### Placed cells, one colour a class, run 1

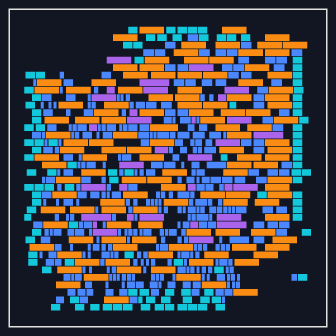
### Met4 routing, run 1

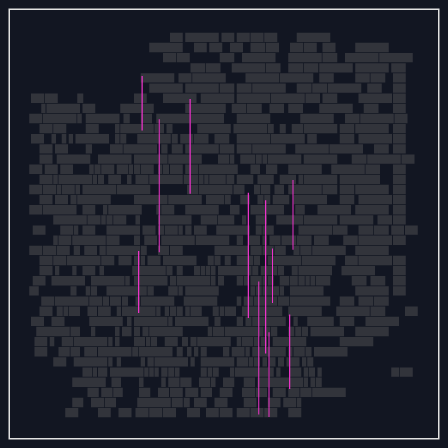
### Clock nets, run 1

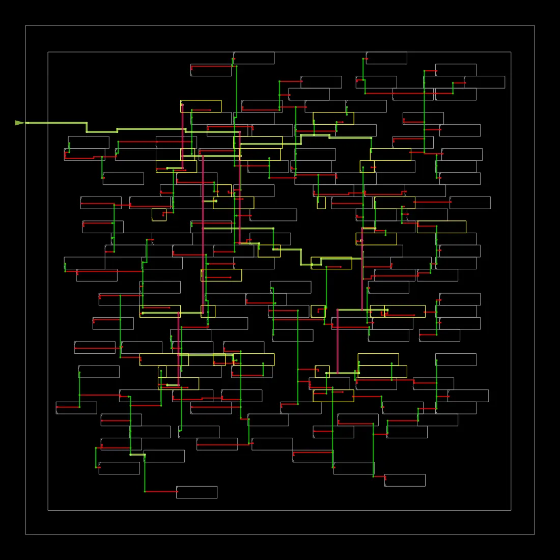
$ cat src/rtl/y_chunk_adder.sv
// Multi-cycle adder/subtractor: CHUNK bits per clock, carry held in a register.
// Reports carry-out and signed overflow with a one-cycle done pulse.
module y_chunk_adder #(
  parameter int WIDTH = 32,
  parameter int CHUNK = 8
) (
  input  logic             clk,
  input  logic             reset,
  input  logic             start,
  input  logic             sub,
  input  logic [WIDTH-1:0] a,
  input  logic [WIDTH-1:0] b,
  output logic             busy,
  output logic             done,
  output logic [WIDTH-1:0] z,
  output logic             cout,
  output logic             ovf
);
  localparam int NCHUNK = WIDTH / CHUNK;
  localparam int CW = (NCHUNK > 1) ? $clog2(NCHUNK) : 1;

  typedef enum logic {IDLE, RUN} state_t;

  state_t r_state;
  state_t w_state_n;

  logic [WIDTH-1:0]       r_a;
  logic [WIDTH-1:0]       r_b;
  logic [WIDTH-1:0]       r_acc;
  logic                   r_c;
  logic [CW-1:0]          r_cnt;
  logic [CHUNK:0]         w_sum;
  logic                   w_cin_msb;
  logic [WIDTH+CHUNK-1:0] w_shift;
  logic                   w_accept;
  logic                   w_last;

  assign w_sum = {1'b0, r_a[CHUNK-1:0]}
               + {1'b0, r_b[CHUNK-1:0]}
               + {{CHUNK{1'b0}}, r_c};

  // Sum bit = a ^ b ^ cin, so the carry into the chunk MSB falls out directly.
  assign w_cin_msb = r_a[CHUNK-1] ^ r_b[CHUNK-1] ^ w_sum[CHUNK-1];

  assign w_shift = {w_sum[CHUNK-1:0], r_acc} >> CHUNK;

  always_comb begin
    w_state_n = r_state;
    w_accept  = 1'b0;
    w_last    = 1'b0;
    busy      = 1'b0;
    unique case (r_state)
      IDLE: begin
        if (start) begin
          w_accept  = 1'b1;
          w_state_n = RUN;
        end
      end
      RUN: begin
        busy = 1'b1;
        if (r_cnt == CW'(NCHUNK - 1)) begin
          w_last    = 1'b1;
          w_state_n = IDLE;
        end
      end
      default: w_state_n = IDLE;
    endcase
  end

  always_ff @(posedge clk or posedge reset) begin
    if (reset) r_state <= IDLE;
    else       r_state <= w_state_n;
  end

  always_ff @(posedge clk or posedge reset) begin
    if (reset) begin
      r_a   <= '0;
      r_b   <= '0;
      r_acc <= '0;
      r_c   <= 1'b0;
      r_cnt <= '0;
      done  <= 1'b0;
      z     <= '0;
      cout  <= 1'b0;
      ovf   <= 1'b0;
    end else begin
      done <= w_last;
      if (w_accept) begin
        r_a   <= a;
        r_b   <= sub ? ~b : b;
        r_c   <= sub;
        r_cnt <= '0;
      end else if (busy) begin
        r_a   <= r_a >> CHUNK;
        r_b   <= r_b >> CHUNK;
        r_acc <= w_shift[WIDTH-1:0];
        r_c   <= w_sum[CHUNK];
        r_cnt <= r_cnt + CW'(1);
      end
      if (w_last) begin
        z    <= w_shift[WIDTH-1:0];
        cout <= w_sum[CHUNK];
        ovf  <= w_cin_msb ^ w_sum[CHUNK];
      end
    end
  end
endmodule

$ cat config.mk
export PLATFORM = sky130hd
export DESIGN_NAME = y_chunk_adder
export DESIGN_NICKNAME = d
export VERILOG_FILES = /design/src/rtl/y_chunk_adder.sv
export SDC_FILE = /design/constraint.sdc
export NUM_CORES = 1
export LEC_CHECK = 0
export CORE_MARGIN = 5
export CORE_UTILIZATION = 52
export CTS_CLUSTER_DIAMETER = 80
export CTS_CLUSTER_SIZE = 24
export DETAILED_ROUTE_END_ITERATION = 10
export HOLD_SLACK_MARGIN = 0.06
export PLACE_DENSITY = 0.79
export SYNTH_ARGS = -nofsm -noshare
export SYNTH_HDL_FRONTEND = slang
export SYNTH_SLANG_ARGS = --single-unit
$ cat constraint.sdc
create_clock -name clk -period 5.7 [get_ports clk]
set_input_delay 1.14 -clock clk [delete_from_list [all_inputs] [get_ports clk]]
set_output_delay 1.14 -clock clk [all_outputs]
set_load 0.02 [all_outputs]
==> impl_metrics.ini, run 1 <==
; generated from flow reports
[run_status]
status = finished, final reports clean

[synth]
syn-num-nets = 579
ys_sh_simple_pct = 6.68
synth-async-reset-ratio_pct = 100
yosys.area_share.xor_xnor_pct = 5.98
edf_count = 0
syn_avg_cell_area_um2 = 11.4
ys.flop_type = dfrtp_1
ys_sh_mux_pct = 16.5
synth.distinct_cells = 26
synth_warnings = 0
ys_sh_adder_pct = 2.45

[final_layout]
antennaDiodeCount = 0
area_delta_synth_final_pct = 29.7
nets = 669

[pwr]
power_density_mw_per_mm2 = 548
vdd_drop_max_mv = 0.320

[clock_tree]
cts_setup_buffers = 0
cts_tree = yes
clkTransAtPathRegs_ns = 0.06
cts.sinks = 127

[setup_path]
reg2reg_slack_ns = 3.08
rr_startpoint = r_a[0]
cp.required_ns = 4.56
start_kind = flip-flop

[timing]
setup_violations = 0
worst_pin_slew_ns = 1.06
fmax_mhz = 333
period_needed_ns = 3.00
max-slew-margin-rel_pct = 29.1
rsz0062_at_grt = no
fin_hold_ws_ns = 0.480
slew_violations = 0

[hold_path]
hold_path_class = flip-flop to flip-flop
hold-path-endpoint = r_a[8]
hp-start = r_a[16]
hold_depth = 2

[grt]
track_usage_pct = 19.7
first_global_vias = 4171
grt_overflow = 0
antenna_found_initial = 0

[flow_run]
warnings = 28

[drt]
antenna_left = 0
drc_errors = 0
via_per_inst = 5.37
wl_per_cell_um = 16.5
initialDrtViolationCount = 269

[floorplan]
die_w_um = 115
io_pins = 104
fp_util_pct = 52.9

[placement]
portBuffers = 103
place.gp.congestion = 0.760
dp_hpwl_mm = 7.93
pre_cts_ws_ns = 2.74
Back to the opening pictures, 'Placed cells, one colour a class':
Purple marks clock drivers and dummy loads, cells 32. Cyan marks remaining buffers and delay cells, cells 105. Orange marks registers, cells 127. Blue marks remaining logic cells, cells 340.
area of the core: 0.0108 mm²
Finished Cell Area: 0.00741 mm²
row cnt: 38
sequential portion of the cell area: 43.0%

Back to the opening pictures, 'Met4 routing':
The layer carries 275 µm of wire. The wires run mostly vertical. 7 nets have wire on it. The layer holds 2.2% of the routed length. The longest straight run is 40.8 µm.
DRT Wirelength: 12.3 mm
DR vias: 3997

Back to the opening pictures, 'Clock nets':
Final Skew: 0.00680 ns
clkbuf count: 17
clk_lat worst skew: 0.52 ns
seq_cells: 127
CTS buffer count: 17

-- run 1: worst min-delay path, delay by kind of cell, from the launching register on --
kind | cells | cell delay (ns)
flops | 1 | 0.34
simple gates | 1 | 0.05
compound gates | 1 | 0.06
-- run 1: power breakdown --
part	switching, mW	total (mW)	internal [mW]
sequential	0.261	1.54	1.28
combinational	0.671	1.38	0.707
clock	0.418	1.13	0.716
total	1.35	4.06	2.71
-- run 1: layout make-up --
type                    instances  area, µm²
clock buffers                  17        414
clock inverters                15        208
multi-input cells             338       2380
fillers                       789       3390
repair buffers                105       1040
well taps                     140        175
flip-flops and latches        127       3180
inverters                       2       10.0
-- run 1: how the worst max path moves through the flow --
stage,to,cells past startpoint,from,slack [ns]
CTS,busy,1,r_state,2.67
floorplan,cout,1,reset,1.18
global placement,done,3,reset,2.75
finish,busy,1,r_state,2.70
global route,busy,1,r_state,2.64
detailed placement,z[4],3,reset,2.74
-- run 1: routing by layer --
metal / vias to the layer above / part of all wire [%] / GRT usage [%]
met5: - / 0 / 0
met2: 115 / 48 / 31.5
met4: 0 / 2.2 / 7.12
met3: 29 / 6.2 / 5.95
met1: 1952 / 44 / 25.7
li1: 1901 / - / -
-- run 1: cells by family after synthesis --
family                     Yosys count
DFF                                127
AOI/OAI and AO/OA                  103
and+or+nand+nor                     99
muxes                               87
xor gates and xnor gates            39
buffers and inverters               36
adders and majority gates           10
-- run 1: synth_stat cells (7+ instances only) --
cell / number / area share [%]
buf_2: 14 / 1.2
a21oi_1: 7 / 0.61
dfrtp_1: 127 / 56
mux2_2: 55 / 11
ha_1: 8 / 1.8
clkbuf_1: 15 / 0.99
o21ai_0: 76 / 6.7
mux2i_1: 32 / 5.6
nand2_1: 77 / 5.1
nor2_1: 19 / 1.2
a211oi_1: 9 / 1.2
xnor2_1: 38 / 5.8
-- run 1: registers in the layout (all words and copies together) (netlist names) --
| register | flops |
|---|---|
| ovf | 1 |
| done | 1 |
| r_b | 32 |
| r_a | 32 |
| r_c | 1 |
| r_state | 1 |
| cout | 1 |
| z | 32 |
| r_acc | 24 |
| r_cnt | 2 |
-- run 1: through the flow --
stage	util, %	cells	total power, mW
2_1_floorplan	-	501	2.41
3_3_place_gp	62.9	712	2.84
3_5_place_dp	62.9	712	2.92
4_1_cts	68.6	744	4.09
5_1_grt	68.6	744	4.29
6_report	68.6	744	4.06
==> run 1 -> run 2 <==
CORE_UTILIZATION = 47   (was 52)
PLACE_DENSITY = 0.76   (was 0.79)
clock period = 2.55 ns   (was 5.7 ns; I/O delays follow)
### Wire density map, run 2

The die is cut into 24 by 24 equal tiles; dark blue is low, red is high, scaled to the fullest tile. Values are wire area over tile area, all layers added.
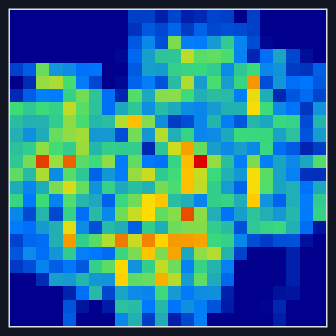
The emptiest ninth of the die: bottom right. The mean over all tiles is 0.13. 20% of the tiles are nearly empty. The fullest tile reaches 0.42. 19% of the tiles are over half the peak.
DR vias: 3936
mean routed wirelength per cell: 15.4 µm
total global-route track usage: 17.2%
DRT Wirelength: 11.7 mm

==> impl_metrics.ini, run 2 <==
; generated from flow reports
[final_layout]
area_delta_synth_final_pct = 30.5
antennaDiodeCount = 0
nets = 675
layout_top_cells = 126 x dfrtp_1, 101 x clkdlybuf4s50_1, 77 x nand2_1
reg.largest.list = r_a x32, r_b x32, z x32
lay_top_count = dfrtp_1

[clock_tree]
clock.latency.late_pin_ns = 0.41
cts.sinks = 127
cts_buffers = 17
cts_setup_buffers = 0
clk_path_buf_depth = 2
cts_tree = yes
clkTransAtPathRegs_ns = 0.05
cts_resized = 0
ctsHoldBuffers = 0

[timing]
period_needed_ns = 2.40
rsz0062_at_grt = no
max-slew-margin-rel_pct = 55.4
fmax_mhz = 417
fin_hold_ws_ns = 0.472
worst_pin_slew_ns = 0.670
setup_tns_ns = 0
fin_ws_ns = 0.152
slew_violations = 0
setup_violations = 0
skew_ns = 0.00612

[pwr]
p_comb_share_pct = 35.4
p_sw_share_pct = 32.5
power_density_mw_per_mm2 = 1190
clock_power_share_pct = 26.1
p_sw_mw = 2.87
vdd_drop_max_mv = 0.491
seqPwrFrac_pct = 38.4
p_int_mw = 5.97
p_leak_nw = 3.30

[setup_path]
cp.required_ns = 2.83
rr_startpoint = r_a[0]
path_class = flip-flop to flip-flop
cp-startpoint = r_a[0]
end_kind = flip-flop
cp.arrival_ns = 2.68
start_kind = flip-flop
reg2reg_depth = 8

[synth]
synth_flops = 127
syn-num-nets = 579
postSynthCellCount = 501
ys_chip_area_mm2 = 0.00571
syn_avg_cell_area_um2 = 11.4
top_cells_by_count = 127 x dfrtp_1, 77 x nand2_1, 76 x o21ai_0
ys_top_cells_by_area = dfrtp_1 56%, mux2_2 11%, o21ai_0 6.7%
synth.distinct_cells = 26
synth_top_cell_by_count = dfrtp_1
ys.flop_type = dfrtp_1
synth_area_mm2 = 0.00571
synth_warnings = 0
ys_seq_share_pct = 55.7
top_area_share_pct = 55.7
yosysCellCount = 501
synth-async-reset-ratio_pct = 100
yosysTopAreaCell = dfrtp_1
edf_count = 0

[floorplan]
die_w_um = 120
fp_util_pct = 47.7
die_area_mm2 = 0.0145
fp.dieH_um = 120
rows = 40
io_pins = 104
core_mm2 = 0.0120

[drt]
drc_errors = 0
via_per_inst = 5.20
antenna_left = 0
initialDrtViolationCount = 238
drt-pass1-iter-count = 4

[run_status]
status = finished, final reports clean

[flow_run]
warnings = 30
maxCapViolations = 0

[grt]
antenna_found_initial = 0
grt_max_degree = 135
first_global_vias = 4042
grt_pass1_wl_mm = 19.9
grt_overflow = 0

[placement]
place.gp.congestion = 0.859
pre_cts_ws_ns = 0.191
portBuffers = 103
dp_hpwl_mm = 7.96

[hold_path]
hold_path_class = flip-flop to flip-flop
hp-start = r_b[16]
hold_depth = 2
-- run 2: worst max-delay path, stage by stage (launching register included) --
cell and delay, ns:
dfrtp_1 0.41, fa_1 0.50, fa_1 0.42, a21o_1 0.20, a21oi_1 0.18, buf_4 0.14
o31a_1 0.21, xnor2_1 0.13, o21ai_0 0.09
-- run 2: worst paths after layout --
| kind | end | slack, ns |
|---|---|---|
| min reg2reg | r_b[8] | 0.47 |
| max | ovf | 0.15 |
| max reg2reg | ovf | 0.15 |
| min in group asynchronous | z[17] | 0.65 |
| max in group asynchronous | r_state | 1.37 |
| min | r_b[8] | 0.47 |
-- run 2: metrics by stage --
step                instances  total power, mW  cell area, µm²  utilization (%)
floorplan                 501             5.38            5710                -
global placement          725             6.44            6880             57.5
detailed placement        725             6.58            6880             57.5
CTS                       757             8.94            7450             62.3
global route              757             9.41            7450             62.3
finish                    757             8.85            7450             62.3
-- run 2: power groups by stage --
stage / Combinational [mW] / Sequential, mW / Clock [mW]
2_1_floorplan: 1.81 / 3.57 / 0
3_3_place_gp: 3.05 / 3.39 / 0
3_5_place_dp: 3.15 / 3.43 / 0
4_1_cts: 3.18 / 3.41 / 2.35
5_1_grt: 3.44 / 3.51 / 2.46
6_report: 3.14 / 3.40 / 2.31
-- run 2: final cells by class --
type                            instances  area, µm²
Tap cell                              147        184
Timing Repair Buffer                  111       1120
Inverter                                2       11.3
Clock inverter                         11        115
Fill cell                             951       4510
Sequential cell                       127       3180
Clock buffer                           21        460
Multi-Input combinational cell        338       2380
-- run 2: per-layer routing --
layer | vias up | share of wire, % | wire length, µm | track usage (%)
met3 | 14 | 6.0 | 697 | 6.69
met2 | 99 | 48 | 5630 | 27.4
li1 | 1911 | - | - | -
met5 | - | 0 | 0 | 0
met1 | 1912 | 45 | 5200 | 22.3
met4 | 0 | 1.1 | 133 | 4.39
-- run 2: kinds of logic after synthesis --
logic type / count (synthesis) / synth area share (%)
fa+ha+maj: 10 / 2.45
mux: 87 / 16.5
flops: 127 / 55.7
buf+inv: 36 / 2.67
simple gates: 99 / 6.68
xor+xnor: 39 / 5.98
compound gates: 103 / 10.1
==> run 2 -> run 3 <==
CORE_UTILIZATION = 52   (was 47)
CTS_CLUSTER_DIAMETER = 50   (was 80)
PLACE_DENSITY = 0.79   (was 0.76)
clock period = 2.5 ns   (was 2.55 ns; I/O delays follow)
### Clock nets, run 3

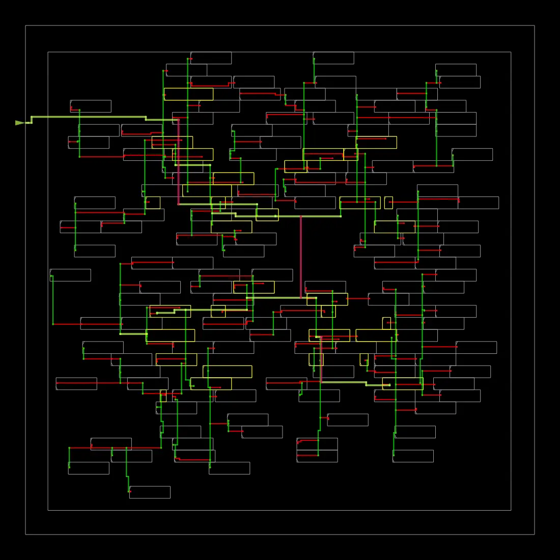
CTS sink count: 127
Final Skew: 0.00725 ns
clock group total power: 2.54 mW

==> impl_metrics.ini, run 3 <==
; generated from flow reports
[floorplan]
fp.dieH_um = 115
die_area_mm2 = 0.0132
fp_util_pct = 52.9
io_pins = 104
rows = 38
core_mm2 = 0.0108
die_w_um = 115

[drt]
antenna_left = 0
via_per_inst = 5.25
drc_errors = 0
drt-pass1-iter-count = 4
wirelength_mm = 12.0
via_count = 3951
initialDrtViolationCount = 154
wl_per_cell_um = 15.9

[placement]
pre_cts_ws_ns = 0.107
dp_hpwl_mm = 8.20
portBuffers = 103

[timing]
period_needed_ns = 2.32
fin_ws_ns = 0.184
rsz0062_at_grt = no
setup_violations = 0
setup_tns_ns = 0
max-slew-margin-rel_pct = 50.3
slew_violations = 0
fmax_mhz = 432

[run_status]
status = finished, final reports clean

[pwr]
p_int_mw = 6.23
p_comb_share_pct = 34.6
seqPwrFrac_pct = 37.7
clock_power_share_pct = 27.6
power_mw = 9.20
p_leak_nw = 3.33
vdd_drop_max_mv = 0.576
power_density_mw_per_mm2 = 1230
p_sw_mw = 2.97
p_sw_share_pct = 32.3

[synth]
postSynthCellCount = 501
yosysCellCount = 501
top_area_share_pct = 55.7
synth_area_mm2 = 0.00571
syn_avg_cell_area_um2 = 11.4
synth_flops = 127
edf_count = 0
synth.distinct_cells = 26
synth_warnings = 0
top_cells_by_count = 127 x dfrtp_1, 77 x nand2_1, 76 x o21ai_0
yosysTopAreaCell = dfrtp_1
ys_chip_area_mm2 = 0.00571
ys.flop_type = dfrtp_1
synth_top_cell_by_count = dfrtp_1
ys_seq_share_pct = 55.7
synth-async-reset-ratio_pct = 100

[grt]
antenna_found_initial = 0
met1_usage_pct = 26.7
grtUsageMet2_pct = 29.6
grt.busiest_layer = met2
first_global_vias = 4067
track_usage_pct = 19.3
grt_max_degree = 128
use_met3_pct = 6.00
grt_pass1_wl_mm = 20.2

[clock_tree]
clk_path_buf_depth = 2
cts_tree = yes
clkTransAtPathRegs_ns = 0.06
ctsHoldBuffers = 0
cts_buffers = 17
clock.latency.late_pin_ns = 0.50

[hold_path]
hp-start = r_b[13]

[flow_run]
maxCapViolations = 0
warnings = 28

[final_layout]
seqCellArea_mm2 = 0.00318
lay_top_count = dfrtp_1
logic_area_mm2 = 0.00238
nets = 678
antennaDiodeCount = 0
layout_top_cells = 126 x dfrtp_1, 101 x clkdlybuf4s50_1, 77 x nand2_1
reg.largest.list = r_a x32, r_b x32, z x32
fill_cells = 803

[setup_path]
cp.arrival_ns = 2.69
cp_max_fo = 3
cp.required_ns = 2.87
end_kind = flip-flop
start_kind = flip-flop
cp-startpoint = r_a[0]
rr_startpoint = r_a[0]
path_class = flip-flop to flip-flop
[run 3: cell counts after synthesis]
Identical to the previous run, type by type.
[run 3: final timing paths]
check                             to  slack, ns  cells past startpoint
setup / recovery                 ovf       0.18                      8
hold / removal                r_b[5]       0.48                      2
setup reg to reg                 ovf       0.18                      8
hold reg to reg               r_b[5]       0.48                      2
max in group asynchronous    r_state       1.42                      3
min in group asynchronous  r_acc[15]       0.52                      3
[run 3: power by group through the flow]
stage               sequential [mW]  clock [mW]  combinational (mW)
floorplan                      3.64           0                1.85
global placement               3.45           0                3.09
detailed placement             3.50           0                3.20
CTS                            3.47        2.57                3.24
global route                   3.58        2.69                3.51
finish                         3.47        2.54                3.19
[run 3: area by class of cell]
type / instances / area share, %
inverter: 2 / 0.150
timing repair buffer: 114 / 14.9
clock inverter: 13 / 2.51
multi-input combinational: 338 / 31.8
clock buffer: 19 / 5.77
sequential: 127 / 42.5
tap: 140 / 2.34
[run 3: worst max-delay path, stage by stage, from the launching register on]
cell     delay [ns]
dfrtp_1        0.41
fa_2           0.44
fa_1           0.41
a21o_1         0.19
a21oi_1        0.18
buf_4          0.15
o31a_1         0.20
xnor2_1        0.13
o21ai_0        0.08
[run 3: through the flow]
| stage | utilization (%) | cells | cell area (µm²) | hold WS, ns |
|---|---|---|---|---|
| floorplan | - | 501 | 5710 | 0.445 |
| CTS | 69.3 | 753 | 7480 | 0.484 |
| global route | 69.4 | 753 | 7490 | 0.512 |
| finish | 69.4 | 753 | 7490 | 0.480 |
| detailed placement | 63.6 | 721 | 6870 | 0.468 |
| global placement | 63.6 | 721 | 6870 | 0.464 |
[run 3: cells by family (layout without fill, tap and decap cells)]
family          after synthesis  after routing  share of synthesized area (%)
xor+xnor                     39             39                           5.98
fa+ha+maj                    10             10                           2.45
mux                          87             87                           16.5
compound gates              103            103                           10.1
simple gates                 99             99                           6.68
buf+inv                      36            148                           2.67
flops                       127            127                           55.7
[run 3: timing repair]
item,4_1_cts,5_1_grt
setup buffers,0,0
hold endpoints to repair,0,0
gates resized,0,1
setup endpoints to repair,0,3
[run 3: per-layer routing]
metal | routed length (µm) | share of wire (%)
met1 | 5240 | 44
met2 | 5740 | 48
met3 | 838 | 7.0
met4 | 142 | 1.2
met5 | 0 | 0
No activity file was given, so power comes from the tool's default toggle rates.
